$ cat src/rtl/mult_div_unit.sv
// -----------------------------------------------------------------------------
// mult_div_unit
// Iterative multiply/divide unit that owns the HI/LO registers. One shift-add
// (multiply) or restoring shift-subtract (divide) step is done per clock, so an
// operation takes WIDTH edges, plus one FIX edge when a signed result has to be
// negated. Divide by zero skips the iterations and commits hi=rs_val,
// lo=all-ones one edge after issue.
//
// Optional feature macro: MDU_SIGNED_EN
//   defined   : MULT/DIV (op[0]=0) are signed. Operands are turned into
//               magnitudes at issue and the signs are restored in FIX.
//   undefined : MULT/DIV behave exactly like MULTU/DIVU; no negation logic.
//
// Ports
//   clk     in   1      clock, all state changes on posedge
//   rst     in   1      asynchronous active-high reset (aborts any operation)
//   start   in   1      issue pulse, only looked at in IDLE
//   op      in   2      00 MULT, 01 MULTU, 10 DIV, 11 DIVU
//   rs_val  in   WIDTH  multiplicand / dividend
//   rt_val  in   WIDTH  multiplier / divisor
//   hi_we   in   1      MTHI write enable (IDLE only, loses to start)
//   lo_we   in   1      MTLO write enable (IDLE only, loses to start)
//   wd      in   WIDTH  MTHI/MTLO write data
//   busy    out  1      operation in flight, pipeline stall request
//   done    out  1      one-cycle pulse in the cycle after HI/LO commit
//   hi      out  WIDTH  HI register (product high half / remainder)
//   lo      out  WIDTH  LO register (product low half / quotient)
// -----------------------------------------------------------------------------
module mult_div_unit #(
    parameter int WIDTH = 32
) (
    input  logic             clk,
    input  logic             rst,
    input  logic             start,
    input  logic [1:0]       op,
    input  logic [WIDTH-1:0] rs_val,
    input  logic [WIDTH-1:0] rt_val,
    input  logic             hi_we,
    input  logic             lo_we,
    input  logic [WIDTH-1:0] wd,
    output logic             busy,
    output logic             done,
    output logic [WIDTH-1:0] hi,
    output logic [WIDTH-1:0] lo
);

    localparam int CW = $clog2(WIDTH) + 1;

    typedef enum logic [1:0] {
        S_IDLE = 2'b00,
        S_RUN  = 2'b01,
        S_FIX  = 2'b10,
        S_DONE = 2'b11
    } state_t;

    state_t           r_state, w_state_nxt;
    logic [WIDTH-1:0] r_hi, r_lo;          // architectural HI/LO
    logic [WIDTH-1:0] r_acc_hi, r_acc_lo;  // working product / remainder:quotient
    logic [WIDTH-1:0] r_a, r_b;            // operand magnitudes latched at issue
    logic [CW-1:0]    r_cnt;
    logic             r_busy, r_done, r_pend, r_is_div;

    logic             w_issue, w_step, w_commit, w_div_zero, w_neg_any;
    logic [WIDTH-1:0] w_commit_hi, w_commit_lo, w_step_hi, w_step_lo;
    logic [WIDTH-1:0] w_fix_hi, w_fix_lo, w_a_mag, w_b_mag;
    logic [WIDTH:0]   w_sum, w_trial;

    assign w_div_zero = op[1] & (rt_val == {WIDTH{1'b0}});

`ifdef MDU_SIGNED_EN
    logic w_sign_a, w_sign_b;
    logic r_neg_hi, r_neg_lo;

    assign w_sign_a  = ~op[0] & rs_val[WIDTH-1];
    assign w_sign_b  = ~op[0] & rt_val[WIDTH-1];
    assign w_a_mag   = w_sign_a ? (-rs_val) : rs_val;
    assign w_b_mag   = w_sign_b ? (-rt_val) : rt_val;
    assign w_neg_any = r_neg_hi | r_neg_lo;

    // Remember which result halves need negating: product sign is sA^sB for
    // both halves; for divide the remainder follows sA, the quotient sA^sB.
    always_ff @(posedge clk or posedge rst) begin
        if (rst) begin
            r_neg_hi <= 1'b0;
            r_neg_lo <= 1'b0;
        end else if (w_issue) begin
            r_neg_hi <= op[1] ? w_sign_a : (w_sign_a ^ w_sign_b);
            r_neg_lo <= w_sign_a ^ w_sign_b;
        end
    end

    // Sign restore: a multiply negates the full 2*WIDTH product as one value.
    always_comb begin
        w_fix_hi = r_acc_hi;
        w_fix_lo = r_acc_lo;
        if (r_is_div) begin
            w_fix_hi = r_neg_hi ? (-r_acc_hi) : r_acc_hi;
            w_fix_lo = r_neg_lo ? (-r_acc_lo) : r_acc_lo;
        end else if (r_neg_lo) begin
            {w_fix_hi, w_fix_lo} = -{r_acc_hi, r_acc_lo};
        end else begin
            {w_fix_hi, w_fix_lo} = {r_acc_hi, r_acc_lo};
        end
    end
`else
    assign w_a_mag   = rs_val;
    assign w_b_mag   = rt_val;
    assign w_neg_any = 1'b0;
    assign w_fix_hi  = r_acc_hi;
    assign w_fix_lo  = r_acc_lo;
`endif

    // One iteration step of the shift-add multiplier or restoring divider.
    always_comb begin
        w_sum   = {1'b0, r_acc_hi} + {1'b0, r_a};
        // Shifted partial remainder minus divisor; bit WIDTH set means borrow.
        w_trial = {r_acc_hi, r_acc_lo[WIDTH-1]} - {1'b0, r_b};
        if (r_is_div) begin
            if (!w_trial[WIDTH]) begin
                w_step_hi = w_trial[WIDTH-1:0];
                w_step_lo = {r_acc_lo[WIDTH-2:0], 1'b1};
            end else begin
                w_step_hi = {r_acc_hi[WIDTH-2:0], r_acc_lo[WIDTH-1]};
                w_step_lo = {r_acc_lo[WIDTH-2:0], 1'b0};
            end
        end else if (r_acc_lo[0]) begin
            w_step_hi = w_sum[WIDTH:1];
            w_step_lo = {w_sum[0], r_acc_lo[WIDTH-1:1]};
        end else begin
            w_step_hi = {1'b0, r_acc_hi[WIDTH-1:1]};
            w_step_lo = {r_acc_hi[0], r_acc_lo[WIDTH-1:1]};
        end
    end

    // FSM state register.
    always_ff @(posedge clk or posedge rst) begin
        if (rst) begin
            r_state <= S_IDLE;
        end else begin
            r_state <= w_state_nxt;
        end
    end

    // FSM next state plus issue/step/commit strobes and the value to commit.
    always_comb begin
        w_state_nxt = r_state;
        w_issue     = 1'b0;
        w_step      = 1'b0;
        w_commit    = 1'b0;
        w_commit_hi = r_acc_hi;
        w_commit_lo = r_acc_lo;
        case (r_state)
            S_IDLE: begin
                if (start) begin
                    w_issue     = 1'b1;
                    w_state_nxt = w_div_zero ? S_DONE : S_RUN;
                end else begin
                    w_state_nxt = S_IDLE;
                end
            end
            S_RUN: begin
                w_step = 1'b1;
                if (r_cnt == CW'(1)) begin
                    if (w_neg_any) begin
                        w_state_nxt = S_FIX;
                    end else begin
                        w_commit    = 1'b1;
                        w_commit_hi = w_step_hi;
                        w_commit_lo = w_step_lo;
                        w_state_nxt = S_DONE;
                    end
                end else begin
                    w_state_nxt = S_RUN;
                end
            end
            S_FIX: begin
                w_commit    = 1'b1;
                w_commit_hi = w_fix_hi;
                w_commit_lo = w_fix_lo;
                w_state_nxt = S_DONE;
            end
            S_DONE: begin
                // A divide by zero enters DONE with its commit still pending
                // and stays one more edge so done follows the commit.
                if (r_pend) begin
                    w_commit    = 1'b1;
                    w_state_nxt = S_DONE;
                end else begin
                    w_state_nxt = S_IDLE;
                end
            end
            default: begin
                w_state_nxt = S_IDLE;
            end
        endcase
    end

    // Operand latch, iteration registers, HI/LO and the busy/done flags.
    always_ff @(posedge clk or posedge rst) begin
        if (rst) begin
            r_hi     <= {WIDTH{1'b0}};
            r_lo     <= {WIDTH{1'b0}};
            r_acc_hi <= {WIDTH{1'b0}};
            r_acc_lo <= {WIDTH{1'b0}};
            r_a      <= {WIDTH{1'b0}};
            r_b      <= {WIDTH{1'b0}};
            r_cnt    <= {CW{1'b0}};
            r_busy   <= 1'b0;
            r_done   <= 1'b0;
            r_pend   <= 1'b0;
            r_is_div <= 1'b0;
        end else begin
            if (w_issue) begin
                r_a      <= w_a_mag;
                r_b      <= w_b_mag;
                r_is_div <= op[1];
                r_cnt    <= CW'(WIDTH);
                r_pend   <= w_div_zero;
                r_acc_hi <= w_div_zero ? rs_val : {WIDTH{1'b0}};
                r_acc_lo <= w_div_zero ? {WIDTH{1'b1}} : (op[1] ? w_a_mag : w_b_mag);
            end else if (w_step) begin
                r_acc_hi <= w_step_hi;
                r_acc_lo <= w_step_lo;
                r_cnt    <= r_cnt - CW'(1);
            end

            if (w_commit) begin
                r_hi   <= w_commit_hi;
                r_lo   <= w_commit_lo;
                r_pend <= 1'b0;
            end else if ((r_state == S_IDLE) && !start) begin
                if (hi_we) r_hi <= wd;
                if (lo_we) r_lo <= wd;
            end

            if (w_issue) begin
                r_busy <= 1'b1;
            end else if (w_commit) begin
                r_busy <= 1'b0;
            end
            r_done <= w_commit;
        end
    end

    assign busy = r_busy;
    assign done = r_done;
    assign hi   = r_hi;
    assign lo   = r_lo;

endmodule

$ cat config.mk
export PLATFORM = sky130hd
export DESIGN_NAME = mult_div_unit
export DESIGN_NICKNAME = d
export VERILOG_FILES = /design/src/rtl/mult_div_unit.sv
export SDC_FILE = /design/constraint.sdc
export NUM_CORES = 1
export LEC_CHECK = 0
export CAP_MARGIN = 20
export CORE_MARGIN = 1.5
export CORE_UTILIZATION = 55
export DETAILED_ROUTE_END_ITERATION = 16
export PLACE_DENSITY = 0.8
export SLEW_MARGIN = 20
export SYNTH_ARGS = -nofsm -noshare
export SYNTH_HDL_FRONTEND = slang
export SYNTH_SLANG_ARGS = --single-unit
$ cat constraint.sdc
create_clock -name clk -period 7.4 [get_ports clk]
set_clock_uncertainty 0.1 [all_clocks]
set_input_delay 1.11 -clock clk [delete_from_list [all_inputs] [get_ports clk]]
set_output_delay 1.11 -clock clk [all_outputs]
set_load 0.01 [all_outputs]
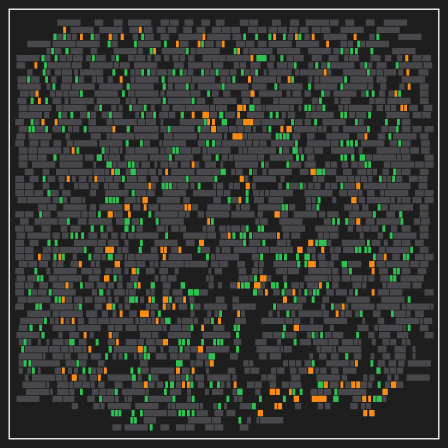
Fig. 1. Gate families picked out.
colour	family	cells	most used	where
green	nand cells	396	nand2_1	widely spread
orange	nor cells	157	nor2_1	widely spread

==> impl_metrics.tcl <==
# implementation run metrics
set metrics [dict create \
    outcome "finished, final reports clean" \
    cp_num_buf_inv 1 \
    timing.critical_path.cells "inv_1 -> ha_1 -> fa_1 -> nand2b_1 -> a21oi_2 -> o211ai_1 -> a211oi_2 -> o41ai_2 -> or3_1 -> nor3_1 -> o22ai_1 -> a211oi_1" \
    met1_resource_use_gr_pct 49.7 \
    grt_antenna_before_repair 0 \
    slew_violations 0 \
    warnings 28 \
    post-cts-setup-buffers 0 \
    p_leak_nw 7.35 \
    ys_seq_share_pct 35.8 \
    tritoncts "yes" \
    edf_count 0 \
    seqAreaFraction_pct 30.1 \
    ff2ff_path_depth 12 \
    cts.path.max_buffers 3 \
    fin_worst_hold_slack_ns 0.383 \
    final_nets 1992 \
    critical_path.slowest_cell "or3_1" \
    synthesis.nets 1893 \
    stdcell_count 2168 \
    detail_route.vias_per_cell 6.58 \
    grt.met2_usage_pct 60.2 \
    detailedRoute.firstIterationViolations 1622 \
    biggest_cell_delay_along_the_critical_path_ns 0.85 \
    rsz_0062_raised_after_global_routing "false" \
    design.die.area_um2 26900 \
    timing.critical_path.to_type "flip-flop" \
    setup_viol 0 \
    post_synth_num_cell_types 81 \
    synth.yosys.chip_area_um2 14300 \
    timing.setup.critical_path_class "flip-flop to flip-flop" \
    power.density_cell_area_nw_per_um2 567 \
    startpoint "r_acc_lo[31]" \
    design.seq.count 204 \
    grt_max_degree 90 \
    signal_buffers 186 \
    crit_path_leading_delay_family "simple AND/OR/NAND/NOR gates" \
    ctsHoldBuffers 0 \
    floorplan.rows 58 \
    peak_ir_drop_on_the_vdd_network_mv 0.322 \
    num-clock-buffers 33 \
    clk_pin_slew_ns 0.06 \
    finalPower_mw 9.64 \
    place.detailed.instances 2125 \
    die_height_um 164 \
    timing.rr.end "r_acc_hi[28]" \
    internal_reg_to_reg_setup_slack_ns 2.55 \
    fp_util_pct 56.3 \
    cp_data_arrival_time_ns 5.20 \
    die_boundary_width_um 164 \
    slew_headroom_pct 29.4 \
    area.growth.synth_to_final_pct 19.2 \
    timing.fmax_mhz 206 \
    worst-path-stages 12 \
    critPathLaunchType "flip-flop" \
    netlist_area_um2 14300 \
    met3_length_mm 4.55 \
    reg2reg_from "r_acc_lo[31]" \
    wl_per_cell_um 23.6 \
    final_layout_top_logic_cell "nand2_1" \
    finalWorstSetupSlack_ns 2.55 \
    place_area_um2 16100 \
    drt_pass1_iterations 7 \
    worst_hold_path.num_cells 2 \
    ant_nets 0 \
    globalRouteMet3Util_pct 5.20 \
    comb_share_pct 50.5 \
    netlist_instances 1722 \
    postCtsResizedCells 0 \
    comb_area_um2 8580 \
    register_bit_count_reported_by_yosys 204 \
    postLayoutCoreUtil_pct 67.1 \
    met1Wirelength_mm 20.1 \
    num-fill-cells 2140 \
    layout_top_cells "nand2_1 (357), dfrtp_1 (202), clkdlybuf4s50_1 (166)" \
    grt_pass1_wl_mm 79.0 \
    dominant-cell-class "combinational gates" \
    maxUsedRoutingLayer "met4" \
    synth-warning-count 0 \
    port-buffer-count 167 \
    grt_pass1_vias 14000 \
    i_o_pins 169 \
    seqCellArea_um2 5110 \
    hold_viol 0 \
    cts_inserted_buffers 24 \
    inverters 49 \
    route.met2.wl_mm 22.6 \
    ys_cells 1722 \
    synth-main-ff-cell "dfrtp_1" \
    gp_congestion 1.00 \
    design.core.area_um2 25300 \
    worstSkewPairLatency_ns 0.54 \
    remaining_drc_errors 0 \
    root_buffer "clkbuf_16" \
    antenna_cells_inserted 0 \
    hold_path.class "flip-flop to flip-flop" \
    grt-ovfl-total 0 \
    post_route_cells_drive_above_1_share_pct 7.18 \
    critical_path.max_fanout 21 \
    cap_viol_max_count 0 \
    timing.final.crit_share_pct 65.6 \
    clk_share_pct 5.24 \
    well_tap_count 330 \
    min_to "r_a[3]" \
    final_period_minus_worst_setup_slack_ns 4.85 \
    cp_data_required_time_ns 7.74 \
    htree_levels 1 \
    post-dp-hpwl_mm 36.0 \
    dpl_worst_slack_ns 2.22 \
    post_route_design_area_um2 17000 \
    tns_ns 0 \
    post_synth.cell_area_avg_um2 8.28 \
    grt-busiest-layer "met2" \
    async_flop_share_pct 100 \
    numClockSinks 204 \
    worst_min_delay_path_startpoint "r_a[3]" \
    buf_share_pct 10.7 \
    worstSetupEndpoint "r_acc_hi[28]" \
    worstMarginPinSlew_ns 1.06 \
    comb.multi_input.count 1356 \
]
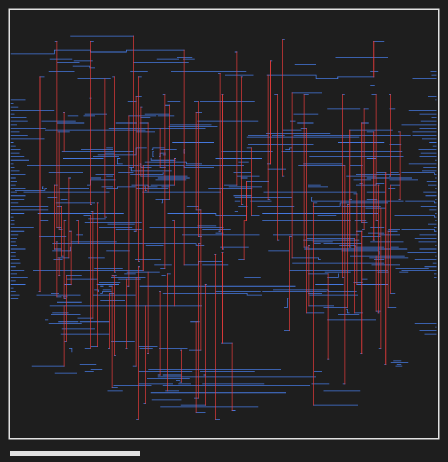
Fig. 2. Signal wires by layer.
Scale bar: 50 um. Two of the layers only.
colour	layer	wire length
red	M4	3800 um
blue	M3	4550 um
total routing usage reported by global routing: 38.4%
routed wire length: 51.1 mm
total vias in the final route: 14.3k

-- registers in the layout, indices dropped and copies added (netlist names) --
name	cells
busy	1
done	1
hi	32
lo	32
r_a	32
r_acc_hi	32
r_acc_lo	32
r_b	32
r_cnt	6
r_is_div	1
r_pend	1
r_state	2
-- cell usage after synthesis, drive strengths merged (4+ instances only) --
library cell / count / area (um2)
nand2: 360 / 1350
mux2: 46 / 522
a211oi: 37 / 293
nor2b: 16 / 100
nor3: 20 / 116
a21o: 29 / 218
clkbuf: 89 / 335
a21oi: 117 / 593
a21boi: 6 / 45.1
or3: 4 / 25.0
nor2: 105 / 394
mux2i: 54 / 541
o31ai: 11 / 82.6
a211o: 4 / 35.0
nand2b: 13 / 81.3
xnor2: 35 / 307
xor2: 16 / 140
ha: 66 / 826
o21ai: 114 / 571
dfrtp: 204 / 5100
o211ai: 13 / 97.6
a31o: 4 / 35.0
inv: 49 / 184
nor4: 12 / 75.1
a22oi: 56 / 420
o221ai: 27 / 236
buf: 24 / 115
a221o: 4 / 40.0
a221oi: 5 / 50.0
nand4: 9 / 56.3
and3: 12 / 75.1
o22ai: 34 / 213
a31oi: 45 / 282
and2: 8 / 50.1
o21a: 12 / 90.1
nand3: 11 / 55.1
a32o: 4 / 40.0
-- kinds of logic (layout without fill, tap and decap cells) --
family / count (synthesis) / after routing / share of synthesized area, %
multiplexers: 100 / 100 / 7.45
XOR/XNOR: 51 / 51 / 3.13
AND/OR/NAND/NOR: 588 / 588 / 17.7
adder cells (fa/ha/maj): 68 / 68 / 6.07
buffers and inverters: 162 / 278 / 4.45
flip-flops: 204 / 204 / 35.8
AND-OR/OR-AND: 549 / 549 / 25.4
-- report_power, final --
group	switching, mW	total (mW)	internal [mW]
registers	0.550	2.23	1.68
clock network	0.508	1.35	0.838
logic	3.50	6.07	2.57
